==> src/rtl/sort_stream_engine_if.sv <==
// Handshake bundle between the serial producer/consumer and the sort stream engine.
// The engine takes the slave view; the producer/consumer side takes the master view.
interface sort_stream_engine_if #(
    parameter int WIDTH = 3
);
    logic             in_valid;
    logic             in_ready;
    logic [WIDTH-1:0] in_data;
    logic             out_valid;
    logic             out_ready;
    logic [WIDTH-1:0] out_data;
    logic             out_last;
    logic             busy;

    modport master (
        output in_valid,
        output in_data,
        output out_ready,
        input  in_ready,
        input  out_valid,
        input  out_data,
        input  out_last,
        input  busy
    );

    modport slave (
        input  in_valid,
        input  in_data,
        input  out_ready,
        output in_ready,
        output out_valid,
        output out_data,
        output out_last,
        output busy
    );
endinterface

==> src/rtl/sort_stream_engine.sv <==
// Serial loader, odd-even transposition sorter and ascending unloader for one batch
// of N unsigned elements: LOAD accepts N beats, SORT runs N passes, DRAIN streams out.
module sort_stream_engine #(
    parameter int WIDTH = 3,
    parameter int N     = 8
) (
    input  logic                 clk,
    input  logic                 reset,
    sort_stream_engine_if.slave  bus
);
    typedef enum logic [1:0] {
        LOAD  = 2'd0,
        SORT  = 2'd1,
        DRAIN = 2'd2
    } state_e;

    localparam int            PW       = (N > 2) ? $clog2(N) : 1;
    localparam logic [PW-1:0] LAST_IDX = PW'(N - 1);

    state_e           state_q, state_d;
    logic [PW-1:0]    wr_ptr_q, wr_ptr_d;
    logic [PW-1:0]    rd_ptr_q, rd_ptr_d;
    logic [PW-1:0]    pass_q, pass_d;
    logic [WIDTH-1:0] buf_q [N];
    logic [WIDTH-1:0] buf_d [N];

    logic in_fire;
    logic out_fire;

    assign bus.in_ready  = (state_q == LOAD);
    assign bus.out_valid = (state_q == DRAIN);
    assign bus.busy      = (state_q != LOAD);
    assign bus.out_data  = bus.out_valid ? buf_q[rd_ptr_q] : '0;
    assign bus.out_last  = bus.out_valid && (rd_ptr_q == LAST_IDX);

    assign in_fire  = bus.in_valid && bus.in_ready;
    assign out_fire = bus.out_valid && bus.out_ready;

    // NOTE: every signal written here gets its default first, so no path leaves it unassigned and no latch is inferred.
    always_comb begin
        state_d  = state_q;
        wr_ptr_d = wr_ptr_q;
        rd_ptr_d = rd_ptr_q;
        pass_d   = pass_q;
        buf_d    = buf_q;

        unique case (state_q)
            LOAD: begin
                if (in_fire) begin
                    buf_d[wr_ptr_q] = bus.in_data;
                    if (wr_ptr_q == LAST_IDX) begin
                        wr_ptr_d = '0;
                        pass_d   = '0;
                        state_d  = SORT;
                    end else begin
                        wr_ptr_d = wr_ptr_q + 1'b1;
                    end
                end
            end

            SORT: begin
                // Pairs start on even indices for even passes, odd indices for odd passes;
                // the pairs of one pass are disjoint, so all exchanges happen in parallel.
                for (int i = 0; i < N - 1; i++) begin
                    if ((i % 2) == int'(pass_q[0])) begin
                        if (buf_q[i+1] < buf_q[i]) begin
                            buf_d[i]   = buf_q[i+1];
                            buf_d[i+1] = buf_q[i];
                        end
                    end
                end
                if (pass_q == LAST_IDX) begin
                    rd_ptr_d = '0;
                    state_d  = DRAIN;
                end else begin
                    pass_d = pass_q + 1'b1;
                end
            end

            DRAIN: begin
                if (out_fire) begin
                    if (rd_ptr_q == LAST_IDX) begin
                        rd_ptr_d = '0;
                        state_d  = LOAD;
                    end else begin
                        rd_ptr_d = rd_ptr_q + 1'b1;
                    end
                end
            end

            default: state_d = LOAD;
        endcase
    end

    // NOTE: state registers use non-blocking assignments so every flop samples pre-edge values.
    always_ff @(posedge clk) begin
        if (reset) begin
            state_q  <= LOAD;
            wr_ptr_q <= '0;
            rd_ptr_q <= '0;
            pass_q   <= '0;
        end else begin
            state_q  <= state_d;
            wr_ptr_q <= wr_ptr_d;
            rd_ptr_q <= rd_ptr_d;
            pass_q   <= pass_d;
        end
    end

    // NOTE: the element buffer is deliberately not reset; its contents are only read after a full batch is loaded.
    always_ff @(posedge clk) begin
        buf_q <= buf_d;
    end
endmodule

==> src/flat_wrapper.sv <==
// flat-port wrapper written by rule: the top's interface ports become plain ports
module sort_stream_engine_flat 
#(
    parameter int WIDTH = 3,
    parameter int N     = 8
)
  (clk, reset, bus_in_valid, bus_in_data, bus_out_ready, bus_in_ready, bus_out_valid, bus_out_data, bus_out_last, bus_busy);
  sort_stream_engine_if #(.WIDTH(WIDTH)) bus_i ();
  input  logic clk;
  input  logic reset;
  input wire logic [$bits(bus_i.in_valid)-1:0] bus_in_valid;
  input wire logic [$bits(bus_i.in_data)-1:0] bus_in_data;
  input wire logic [$bits(bus_i.out_ready)-1:0] bus_out_ready;
  output wire logic [$bits(bus_i.in_ready)-1:0] bus_in_ready;
  output wire logic [$bits(bus_i.out_valid)-1:0] bus_out_valid;
  output wire logic [$bits(bus_i.out_data)-1:0] bus_out_data;
  output wire logic [$bits(bus_i.out_last)-1:0] bus_out_last;
  output wire logic [$bits(bus_i.busy)-1:0] bus_busy;
  assign bus_i.in_valid = bus_in_valid;
  assign bus_i.in_data = bus_in_data;
  assign bus_i.out_ready = bus_out_ready;
  assign bus_in_ready = bus_i.in_ready;
  assign bus_out_valid = bus_i.out_valid;
  assign bus_out_data = bus_i.out_data;
  assign bus_out_last = bus_i.out_last;
  assign bus_busy = bus_i.busy;
  sort_stream_engine #(.WIDTH(WIDTH), .N(N)) u_core (.clk(clk), .reset(reset), .bus(bus_i));
endmodule
==> config.mk <==
export PLATFORM = sky130hd
export DESIGN_NAME = sort_stream_engine_flat
export DESIGN_NICKNAME = d
export VERILOG_FILES = /design/src/rtl/sort_stream_engine_if.sv /design/src/rtl/sort_stream_engine.sv /design/src/flat_wrapper.sv
export SDC_FILE = /design/constraint.sdc
export NUM_CORES = 1
export LEC_CHECK = 0
export CAP_MARGIN = 20
export CORE_MARGIN = 2
export CORE_UTILIZATION = 60
export CTS_CLUSTER_DIAMETER = 100
export DETAILED_ROUTE_END_ITERATION = 7
export DONT_BUFFER_PORTS = 1
export PLACE_DENSITY = 0.76
export SLEW_MARGIN = 20
export SYNTH_ARGS = -nofsm -noshare
export SYNTH_HDL_FRONTEND = slang
export SYNTH_SLANG_ARGS = --single-unit
==> constraint.sdc <==
create_clock -name clk -period 3.7 [get_ports clk]
set_input_delay 1.11 -clock clk [delete_from_list [all_inputs] [get_ports clk]]
set_output_delay 1.11 -clock clk [all_outputs]
set_load 0.05 [all_outputs]
**Run 1: placed standard cells**

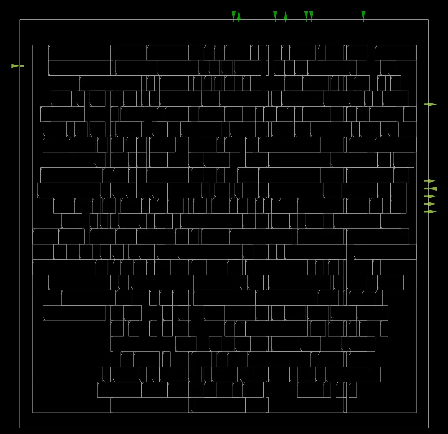
Finished Core Util: 0.664
sequential cell area share: 0.319
row cnt: 24
core box area: 4440 um^2
seq_cells: 35

**Run 1: M1 wires**

Supply wires on this layer in gray.
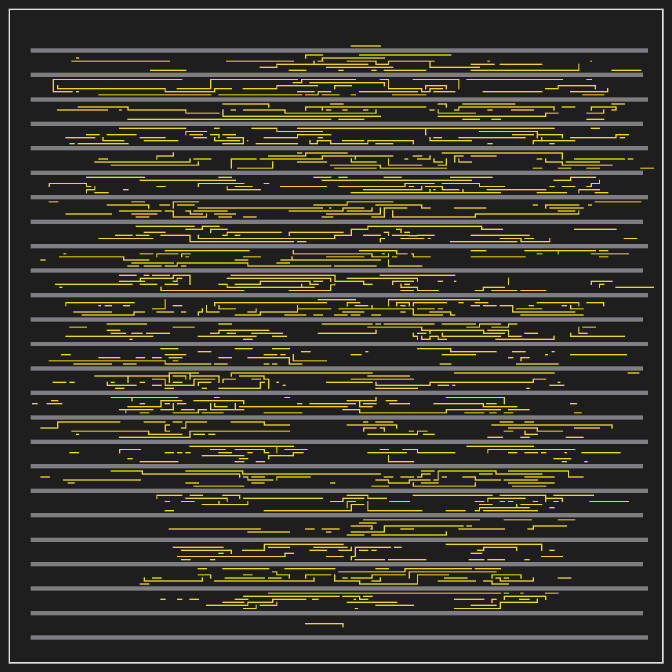
wire length on this layer: 2820 um
nets with wire on the layer: 297
main direction: horizontal
share of all routed wire: 43%
longest straight run: 28.5 um

==> results.ini, run 1 <==
[place]
hpwl_mm=4.90
io_buffer_count=0
gp_congestion=0.829
postPlaceCellArea_um2=2870

[logic_synthesis]
syn_avg_cell_area_um2=9.84
flop_cell=edfxtp_1
largest_area_cell=edfxtp_1
ys_seq_frac=0.334
synth-edff-count=24
ys_types=55
synth_area_um2=2820
yosysMostFrequentCell=nor2_1
yosys.area.top_type_share=0.256
ys_async_sr_fraction=0
area_leaders=edfxtp_1, ha_1, dfxtp_1, mux2i_1, mux4_2
yosysCellCount=286
yosys_area_um2=2820
synthesis.nets=319
synth_flops=35
yosysWarnings=0
common_cells=nor2_1, ha_1, edfxtp_1
syn_inst=286

[pwr]
p_clk_uw=265
powerComb_uw=62.6
p_switching_uw=176
p_comb_frac=0.082
powerDensity_nw_per_um2=258
pwr-share-clk=0.348
maxPowerGroup=sequential cells
power.internal_uw=585
pg_seq_uw=434
ir_drop_v=0.000169
leakage_uw=0.00121
switching_share=0.232
pwr-share-seq=0.570

[setup_path]
cp.required_ns=2.59
timing.rr.end=u_core.buf_q[7]$_DFFE_PP_
rrSetupSlack_ns=1.15
r2r-start=u_core.state_q[0]$_SDFFE_PP0P_
reg2reg_depth=5
cp_max_fo=9
worstPathArrival_ns=1.89
slowest_delay_ns=0.62
worstSetupPathType=reg2out
cpLargestDelayFamily=multiplexers
cp-end-kind=primary output
path_cells=mux4_1, mux2i_1, nor2b_1, buf_4
crit_buf_inv=1
start_kind=flop
slowest_stage=mux4_1

[layout]
final_cell_mix=nor2_1, ha_1, edfxtp_1, inv_1, mux2i_1
fin_nets=320
n_fill_cell=375
antenna_cells=0
drive_gt1_frac=0.104
seq_area_um2=941
lay_top_count=nor2_1
synthToLayoutAreaGrowth_pct=4.76
combGateArea_um2=1740
fin_area_um2=2950

[flow_run]
warnings=31
max_cap_viol_count=0

[die]
initCoreUtil=0.633
die_width_um=72.5
die-height_um=72.5
dieArea_um2=5260
io_pins=14

[clocking]
clock-sinks=35
cts_buffers=5
clk_pin_slew_ns=0.06
clk_latency_ns=0.29
cts_root_buf=clkbuf_8
htreeDepth=2
cts_tree=built
postCtsSetupBuffers=0
clockBufferDepth=2
hold_buffers=0
cts_resized=0

[global_routing]
grt_pass1_wl_mm=10.6
track_usage=0.269
antenna_found_initial=0
met3_usage=0.0792
grt_pass1_vias=2126
overflow=0
grt_max_degree=21
busiest_layer=met2
grt_util_met2=0.405
met1_usage=0.366

[sta]
rsz0062_at_grt=no
period_used_share=0.811
skew_ns=0.00656
maxSlewViolCount=0
slew_headroom=0.466
worst_slew_pin_slew_ns=0.801
clock.fmax_ghz=0.333
hold_violations=0
fin_setup_tns_ns=0
setup_viol=0
layout_min_cycle_time_ns=3.00

[route]
wl_met1_mm=2.82
drt_pass1_iterations=4
top_layer=met4
wl_met3_um=634
ant_nets=0
totalWireLength_mm=6.50
wl_per_cell_um=19.1
vias_per_cell=6.49
drc_errors=0
met2_length_mm=2.94
drt_iter0_drc=158
vias=2207

[min_path]
min_to=u_core.pass_q[2]$_SDFFE_PP0P_
min_from=u_core.pass_q[2]$_SDFFE_PP0P_
hold_path.class=reg2reg
min_path_cells=1

[run_status]
status=complete, no violations

**Run 1: wiring heat map**

14 x 14 tiles, from black (low) to pale yellow (high), scaled to the fullest tile. Values are wire area over tile area, all layers added.
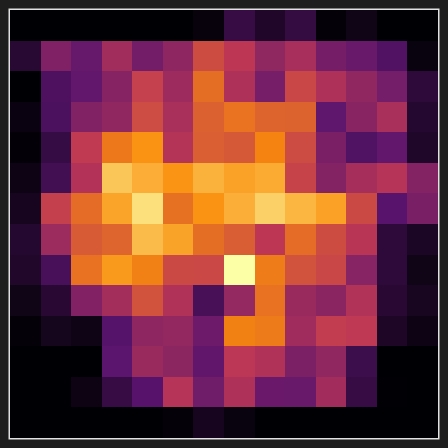
mean over tiles: 0.21
densest ninth of the die: center
tiles over half the peak: 29%
nearly empty tiles: 17%

**Run 1: signal wires by layer**

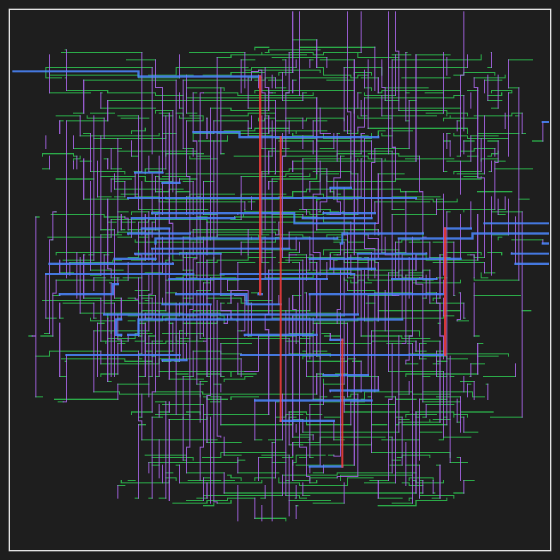
| layer | color | wire length |
|---|---|---|
| metal 4 | red | 101 um |
| metal 3 | blue | 635 um |
| metal 1 | green | 2820 um |
| metal 2 | purple | 2940 um |

[run 1: cell families (layout without fill, tap and decap cells)]
family                     after synthesis  after routing  share of synthesized area
and+or+nand+nor                         86             86                      0.154
AOI/OAI and AO/OA                       76             76                      0.216
DFF                                     35             35                      0.334
muxes                                   29             29                      0.132
buffers and inverters                   34             36                     0.0480
adders and majority gates               26             26                      0.116
[run 1: worst max path at each step]
stage                                    startpoint         endpoint  cells after the start
floorplan            u_core.state_q[0]$_SDFFE_PP0P_  bus_out_data[0]                      3
global placement     u_core.state_q[0]$_SDFFE_PP0P_     bus_out_last                      3
detailed placement  u_core.rd_ptr_q[0]$_SDFFE_PP0P_  bus_out_data[0]                      4
CTS                 u_core.rd_ptr_q[0]$_SDFFE_PP0P_  bus_out_data[0]                      4
global route        u_core.rd_ptr_q[0]$_SDFFE_PP0P_  bus_out_data[0]                      4
finish              u_core.rd_ptr_q[0]$_SDFFE_PP0P_  bus_out_data[0]                      4
[run 1: sequential cells by signal, summed over array words and instances, names as in the netlist]
register,cells
u_core.buf_q,24
u_core.pass_q,3
u_core.rd_ptr_q,3
u_core.wr_ptr_q,3
u_core.state_q,2
[run 1: final cells by class]
class	count	area share
Multi-Input combinational cell	217	0.590
Sequential cell	35	0.319
Inverter	23	0.0293
Clock buffer	8	0.0272
Tap cell	52	0.0221
Timing Repair Buffer	5	0.0127
[run 1: metrics by stage]
stage               setup slack, ns  total power, uW  utilization  cells  hold WS (ns)
finish                        0.699              762        0.664    340         0.490
global route                  0.582              789        0.664    340         0.525
CTS                           0.673              764        0.664    340         0.491
detailed placement            0.983              504        0.646    332         0.473
global placement               1.04              502        0.646    332         0.466
floorplan                     0.845              492            -    286         0.453
==> run 2: changes to the inputs <==
==> constraint.sdc (replaced) <==
create_clock -name clk -period 2.91 [get_ports clk]
set_input_delay 0.873 -clock clk [delete_from_list [all_inputs] [get_ports clk]]
set_output_delay 0.873 -clock clk [all_outputs]
set_load 0.05 [all_outputs]
**Run 2: wiring heat map**

14 x 14 tiles, from black (low) to pale yellow (high), scaled to the fullest tile. Values are wire area over tile area, all layers added.
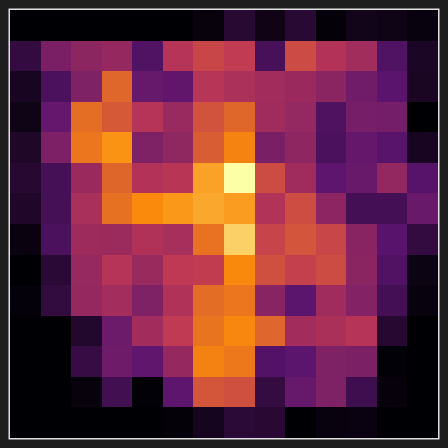
mean over tiles: 0.20
tiles over half the peak: 22%
fullest tile: 0.64
nearly empty tiles: 16%

==> run 2 against run 1 <==
Clock power increased by 55%; clock-buffer cell count decreased by 2; worst hold slack hardly changed; sequential power rose by 27%; total power grew 37%; cell count up 0.59%; via count down 0.77%; sequential share of layout area shrank 0.42 points; largest power group unchanged.
==> results.ini, run 2 <==
[layout]
fin_area_um2=2990
final_cell_mix=nor2_1, ha_1, edfxtp_1, inv_1, mux2i_1
regMostFlops=u_core.buf_q
antenna_cells=0
synthToLayoutAreaGrowth_pct=6.31
fin_nets=322
largest_register_ffs=24
lay_top_count=nor2_1
drive_gt1_frac=0.124
stdcell_count=342

[clocking]
cts_buffers=5
htreeDepth=2
cts_tree=built
clk_pin_slew_ns=0.08
clockBufferDepth=2
clk_latency_ns=0.29
cts_resized=0
postCtsSetupBuffers=0
clock-sinks=35
cts_root_buf=clkbuf_8

[setup_path]
crit_buf_inv=1
slowest_stage=mux4_1
cp-end-kind=primary output
path_cells=mux4_1, mux2i_1, nor2b_1, buf_4
r2r-start=u_core.state_q[1]$_SDFFE_PP0P_
reg2reg_depth=5
slowest_delay_ns=0.57
worstSetupPathType=reg2out
cp_max_fo=9
worstPathArrival_ns=1.75
start_kind=flop
rrSetupSlack_ns=0.56
cpLargestDelayFamily=multiplexers
cp.required_ns=2.04
timing.rr.end=u_core.buf_q[23]$_DFFE_PP_

[logic_synthesis]
synthTopLogicFamily=AND-OR/OR-AND gates
synth_area_um2=2820
common_cells=nor2_1, ha_1, edfxtp_1
synthAdderAreaFrac=0.116
area_leaders=edfxtp_1, ha_1, dfxtp_1, mux2i_1, mux4_2
yosysMostFrequentCell=nor2_1
ys_async_sr_fraction=0
ys_sh_simple=0.154
aoi_share=0.216
ys_seq_frac=0.334
yosysWarnings=0
yosys_area_um2=2820
flop_cell=edfxtp_1
yosysCellCount=286
yosys.area.top_type_share=0.256
ys_sh_xor=0
synth_flops=35
syn_inst=286
mux_area_frac=0.132
ys_types=55
syn_avg_cell_area_um2=9.84
synth-edff-count=24

[route]
drt_iter0_drc=183
vias=2190
drt_pass1_iterations=5
drc_errors=0
wl_per_cell_um=19.0
ant_nets=0
totalWireLength_mm=6.51

[pwr]
p_clk_uw=412
power.internal_uw=794
maxPowerGroup=sequential cells
powerDensity_nw_per_um2=349
powerComb_uw=80.4
ir_drop_v=0.000238
p_switching_uw=251
pwr-share-seq=0.528
pg_seq_uw=552
switching_share=0.240
leakage_uw=0.00123
p_comb_frac=0.077
p_total_uw=1040
pwr-share-clk=0.395

[place]
postPlaceCellArea_um2=2880
hpwl_mm=4.89
io_buffer_count=0
gp_congestion=0.855
dp.cells=334

[flow_run]
warnings=31
max_cap_viol_count=0

[min_path]
min_to=u_core.pass_q[1]$_SDFFE_PP0P_
min_from=u_core.pass_q[1]$_SDFFE_PP0P_
hold_path.class=reg2reg

[sta]
rsz0062_at_grt=no
setup_viol=0
maxSlewViolCount=0
skew_ns=0.0103
hold_violations=0
worst_slew_pin_slew_ns=0.680
clock.fmax_ghz=0.381
slew_headroom=0.546
fin_setup_tns_ns=0
layout_min_cycle_time_ns=2.63

[die]
row_count=24
die_width_um=72.5
io_pins=14
dieArea_um2=5260
die-height_um=72.5
initCoreUtil=0.633

[global_routing]
grt_pass1_vias=2058
overflow=0
track_usage=0.269
grt_max_degree=17
antenna_found_initial=0
grt_pass1_wl_mm=10.5

[run_status]
status=complete, no violations

**Run 2: placed standard cells**

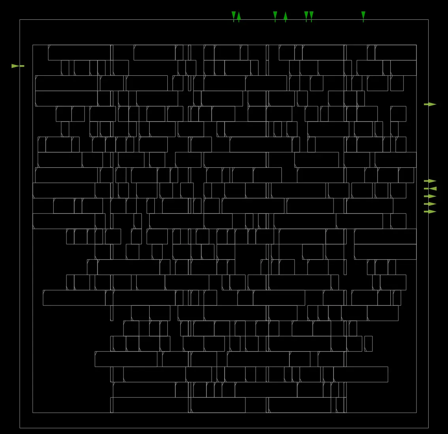
sequential cell area share: 0.315
Finished Core Util: 0.673

-- run 2: cell counts after synthesis --
Identical to the previous run, type by type.
-- run 2: how the worst max path moves through the flow --
| stage | startpoint | end | slack, ns | depth (start not counted) |
|---|---|---|---|---|
| detailed placement | u_core.rd_ptr_q[0]$_SDFFE_PP0P_ | bus_out_data[0] | 0.44 | 4 |
| finish | u_core.rd_ptr_q[0]$_SDFFE_PP0P_ | bus_out_data[0] | 0.28 | 4 |
| global placement | u_core.rd_ptr_q[0]$_SDFFE_PP0P_ | bus_out_data[0] | 0.46 | 4 |
| floorplan | u_core.state_q[0]$_SDFFE_PP0P_ | bus_out_data[0] | 0.29 | 3 |
| CTS | u_core.rd_ptr_q[0]$_SDFFE_PP0P_ | bus_out_data[1] | 0.11 | 4 |
| global route | u_core.rd_ptr_q[0]$_SDFFE_PP0P_ | bus_out_data[0] | 0.16 | 4 |
-- run 2: per-layer routing --
metal,track usage,share of wire,vias up
li1,-,-,1067
met1,0.390,0.46,1024
met2,0.400,0.46,86
met3,0.0500,0.070,13
met4,0.103,0.018,0
met5,0,0,-
-- run 2: metrics by stage --
stage / setup WS (ns) / hold slack [ns]
after floorplan: 0.292 / 0.453
after global routing: 0.158 / 0.503
after global placement: 0.460 / 0.468
after CTS: 0.110 / 0.494
after detailed placement: 0.441 / 0.473
final: 0.283 / 0.490
-- run 2: area by class of cell --
type                            count  area [um^2]
Clock inverter                      2         13.8
Inverter                           23         86.3
Clock buffer                        6         93.8
Sequential cell                    35          942
Timing Repair Buffer                7         52.6
Multi-Input combinational cell    217         1740
Fill cell                         345         1450
Tap cell                           52         65.1
-- run 2: worst reg2reg max path: stages (launching register included) --
cell	delay [ns]
dfxtp_1	0.37
inv_1	0.07
ha_1	0.41
nor4_1	0.68
nor2_1	0.14
o32ai_1	0.32
Power is estimated from default activity; no workload was simulated.
